Run 1, track usage over the die:
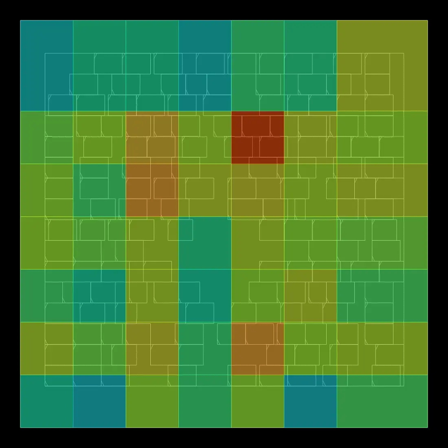
Run 1, signal metal coverage by tile:
Drawn at 8 px/um. The die is cut into 11 by 11 equal tiles; white is low, dark blue is high, scaled to the fullest tile. Values are wire area over tile area, all layers added.
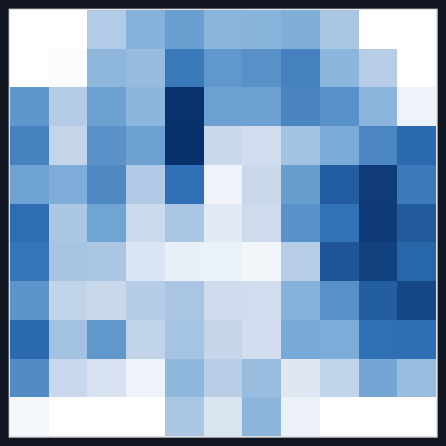
Run 1, routed metal, one color a layer:
Drawn at 12 px/um. Only two layers are drawn.
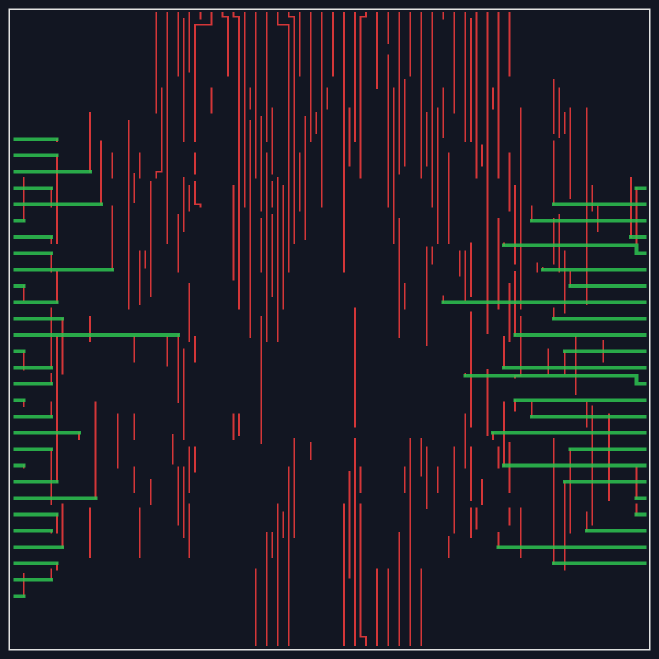
Run 1, supply network:
Drawn at 10 px/um. Pins as bars on the die edge.
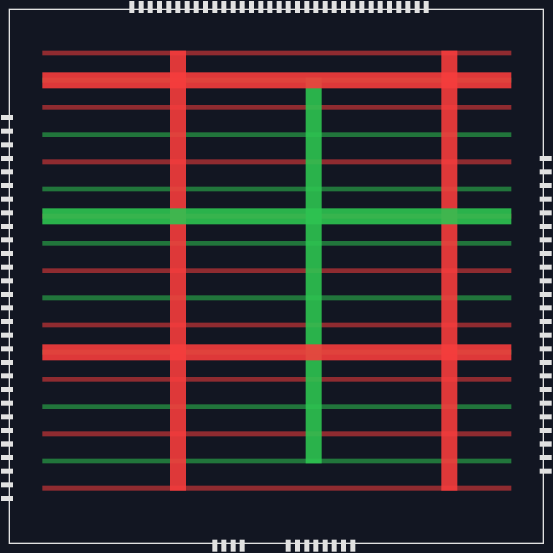
===== config.mk =====
export PLATFORM = sky130hd
export DESIGN_NAME = mem_check_cmp
export DESIGN_NICKNAME = d
export VERILOG_FILES = /design/src/rtl/mem_check_cmp.sv
export SDC_FILE = /design/constraint.sdc
export NUM_CORES = 1
export LEC_CHECK = 0
export CORE_MARGIN = 3
export CORE_UTILIZATION = 20
export DETAILED_ROUTE_END_ITERATION = 8
export GPL_TIMING_DRIVEN = 0
export PLACE_DENSITY = 0.89
export RECOVER_POWER = 100
export SYNTH_ARGS = -nofsm -noshare
export SYNTH_HDL_FRONTEND = slang
export SYNTH_SLANG_ARGS = --single-unit

===== constraint.sdc =====
create_clock -name vclk -period 3.5
set_input_delay 0.7 -clock vclk [all_inputs]
set_output_delay 0.7 -clock vclk [all_outputs]
set_load 0.02 [all_outputs]

===== src/rtl/mem_check_cmp.sv =====
// Masked equal / not-equal compare of one read value against its expected value.
// Purely combinational; no latency, no flow control.
module mem_check_cmp #(
    parameter int DATA_W = 32
) (
    input  logic [DATA_W-1:0] i_data,
    input  logic [DATA_W-1:0] i_exp,
    input  logic [DATA_W-1:0] i_mask,
    input  logic              i_ne,
    output logic              o_ok
);

    logic w_eq;

    assign w_eq = ((i_data & i_mask) == (i_exp & i_mask));
    assign o_ok = i_ne ? !w_eq : w_eq;

endmodule


==> impl_metrics.toml, run 1 <==
# implementation run metrics
[synth]
synthMuxAreaShare = 0
synth_stat.cells = 54
yosys.area_share.aoi = 0.2689
synthesis_warnings = 0
netlist.area_leader.share = 0.6471

[worst_hold_path]
worstHoldStart = "i_ne"
timing.hold.worst_endpoint = "o_ok"

[route]
routed_wirelength_mm = 2.250
antenna_left = 0
vias_per_cell = 4.374

[cells_and_area]
area.share.combinational = 0.3070
post_route_cells_drive_above_1_share = 0.006579
nonClkBufAreaFrac = 0.6698
seqAreaFraction = 0
finish.utilization = 0.7126

[worst_setup_path]
cp_slowest_stage_delay_ps = 430
worstPathRequired_ps = 2800

[die]
boundaryPins = 98
overall_die_height_um = 53.26
die_x_um = 53.26

[power_and_ir_drop]
swShare = 0.2554
clockPowerShare = 0
power.ir.vdd_worst_uv = 68.91

[clocking]
cts_setup_buffers = 0

[run_status]
result_of_the_run = "finished, final reports clean"
Notes on 'track usage over the die' above:
detailed-route wire length per cell: 12.57 um
GR Layer Usage met1: 0.1600

Notes on 'signal metal coverage by tile' above:
mean over tiles = 0.13
fullest tile = 0.32
nearly empty tiles = 9.9%
tiles over half the peak = 37%
densest ninth of the die = middle right

Notes on 'routed metal, one color a layer' above:
red -> M2  # wire length 1,260 um
green -> M3  # wire length 305 um

Notes on 'supply network' above:
green -> VDD
red -> VSS
met1 rails = 17
met4 straps = 3
signal pins = 98

==> run 1 -> run 2 <==
- CORE_ASPECT_RATIO: unset -> 1.25
Run 2, placement density heat map:
Drawn at 4 px/um. The die is cut into 10 by 12 equal tiles; white is low, dark blue is high, 0 to 100% covered.
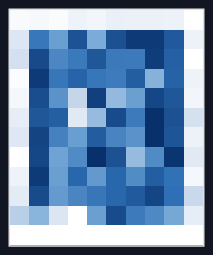
mean over tiles = 50%
fullest tile = 100%
nearly empty tiles = 13%
tiles over 75% full = 33%

==> impl_metrics.toml, run 2 <==
# implementation run metrics
[run_status]
result_of_the_run = "finished, final reports clean"

[synth]
netlist.area_leader.share = 0.6471
synth_stat.cells = 54
synthesis_warnings = 0
yosys.area_share.aoi = 0.2689

[worst_setup_path]
critical_path.most_common_cell = "xor2_1"
cp_slowest_stage_delay_ps = 420
worstPathRequired_ps = 2800

[sta]
final.period_utilization = 0.8709

[global_route]
gr-usage-met1 = 0.1284

[cells_and_area]
nonClkBufAreaFrac = 0.6681
area.share.combinational = 0.3062

[route]
routed_wirelength_mm = 2.385
vias_per_cell = 4.341
detail_route.wl_per_cell_um = 13.10
met3_length_um = 278
antenna_left = 0

[die]
boundaryPins = 98
die_x_um = 48.27
overall_die_height_um = 58.84

[worst_hold_path]
timing.hold.worst_endpoint = "o_ok"
worstHoldStart = "i_ne"

[power_and_ir_drop]
power.ir.vdd_worst_uv = 58.72
